Figure 1. Placement by cell class.
Fill, decap, tap and diode cells in grey.
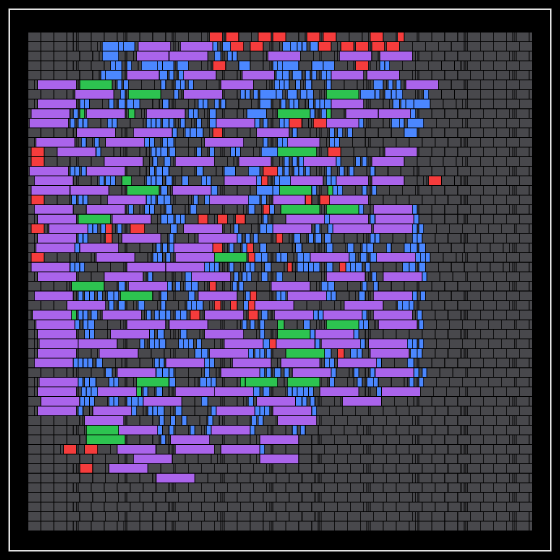
Figure 2. Clock nets.
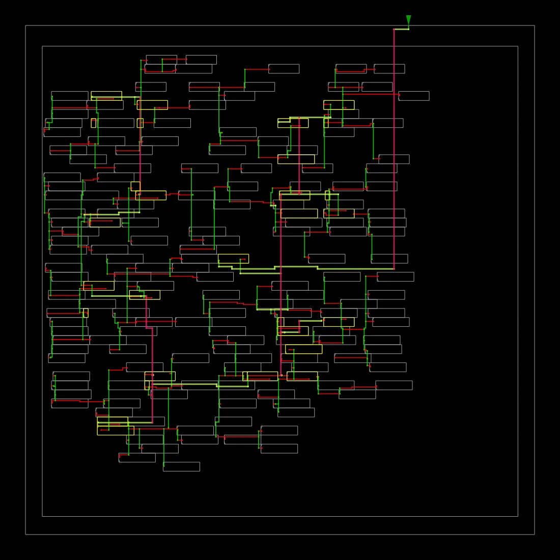
Figure 3. Clock distribution.
Scale bar: 50 um.
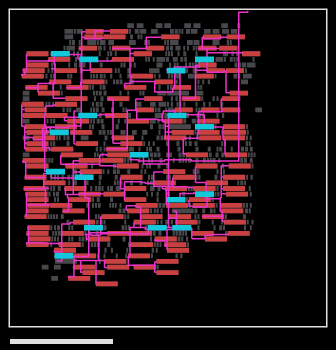
==> config.mk <==
export PLATFORM = sky130hd
export DESIGN_NAME = serial_tx_fifo
export DESIGN_NICKNAME = d
export VERILOG_FILES = /design/src/rtl/serial_pkg.sv /design/src/rtl/serial_tx_fifo_sync_fifo.sv /design/src/rtl/serial_tx_fifo.sv
export SDC_FILE = /design/constraint.sdc
export NUM_CORES = 1
export LEC_CHECK = 0
export ABC_AREA = 1
export ABC_CLOCK_PERIOD_IN_PS = 2700
export CORE_MARGIN = 5
export CORE_UTILIZATION = 34
export CTS_CLUSTER_SIZE = 20
export DETAILED_ROUTE_END_ITERATION = 10
export GPL_ROUTABILITY_DRIVEN = 1
export GPL_TIMING_DRIVEN = 0
export SYNTH_ARGS = -nofsm -noshare
export SYNTH_HDL_FRONTEND = slang
export SYNTH_SLANG_ARGS = --single-unit
==> constraint.sdc <==
create_clock -name clk -period 2.7 [get_ports clk]
set_input_delay 0.405 -clock clk [delete_from_list [all_inputs] [get_ports clk]]
set_output_delay 0.405 -clock clk [all_outputs]
set_load 0.02 [all_outputs]
==> notes.md <==
Results of an implementation run.

The run finished, with violations left. The checks that failed: hold timing. Per the synthesis report, the XOR/XNOR share of the synthesized area is 0.01258.

In this run, power in combinational logic comes to 3190 uW. The total routed wire length on the met1 layer is 7.492 mm. The floorplan step defined a die boundary enclosing 23,450 um^2. The logic gate share of total power is 0.362. In this run the horizontal extent of the chip is 153.1 um. The mean routed wirelength per cell is 15.92 um. The total detailed-routing wirelength is 16.26 mm. Of the synthesized area, sequential elements account for 0.6525. The mean area per synthesized cell is 10.06 um^2.

The power density over the cells is 1078 nW/um^2. The net switching component of the power is 3229 uW. In this run, power in flip-flops and latches comes to 3200 uW. Routing resource usage on met2 recorded by global route was 0.2163. For reference, the final report shows the hold violation count at 6.

The die is 153.1 um tall. Across all setup checks in the final design, the least slack found is 267.3 ps. Nets still carrying antenna violations after routing amount to 0. The maximum number of pins on one net before global-route repair is 29. In this run the static leakage power is 0.003582 uW. The most critical hold endpoint after final layout shows a slack of -4.258 ps.
## Picture notes: Figure 1
| colour | class | cells | share of their area |
|---|---|---|---|
| red | remaining buffers and delay cells | 56 | 5.8% |
| green | clock drivers and dummy loads | 30 | 7.5% |
| purple | sequential cells | 156 | 58% |
| blue | combinational and other logic | 509 | 29% |
utilization of the core after routing: 0.4042
Non-Filler Cell Area, Final: 8178 um^2
Placement Rows: 52
flop share of the area: 0.5557

## Picture notes: Figure 2
clock group total power: 2420 uW
clk_buf instances: 20
flop count: 156

## Picture notes: Figure 3
[red] flip-flops | count: 156
[cyan] clock drivers | count: 17
[magenta] clock wires | length: 1,880 um
routed clock nets: 18
portion of total power attributed to the clock network: 0.275
Clock Skews: 9.070 ps
later-pin clock latency in the skew report: 430 ps

-- cells in the mapped netlist (all sizes together) --
master / n
o22ai: 2
o21bai: 1
nand4: 1
xnor2: 1
clkinv: 2
xor2: 9
a21oi: 2
inv: 123
buf: 26
o21ai: 7
clkbuf: 1
a211oi: 1
nand3: 103
mux2i: 1
nand2: 223
dfrtp: 28
a21boi: 1
nor2: 9
nor3: 12
ha: 11
edfxtp: 128
-- cell type report --
cell class                      count  area [um^2]  share of cell area
Sequential cell                   156         4544              0.5557
Multi-Input combinational cell    384         1789              0.2188
Inverter                          125        469.2             0.05737
Clock buffer                       20        436.7             0.05340
Tap cell                          270        337.8             0.04131
Timing Repair Buffer               29        285.3             0.03488
Buffer                             27        166.4             0.02035
Clock inverter                     10        148.9             0.01821
Power is estimated from default activity; no workload was simulated.
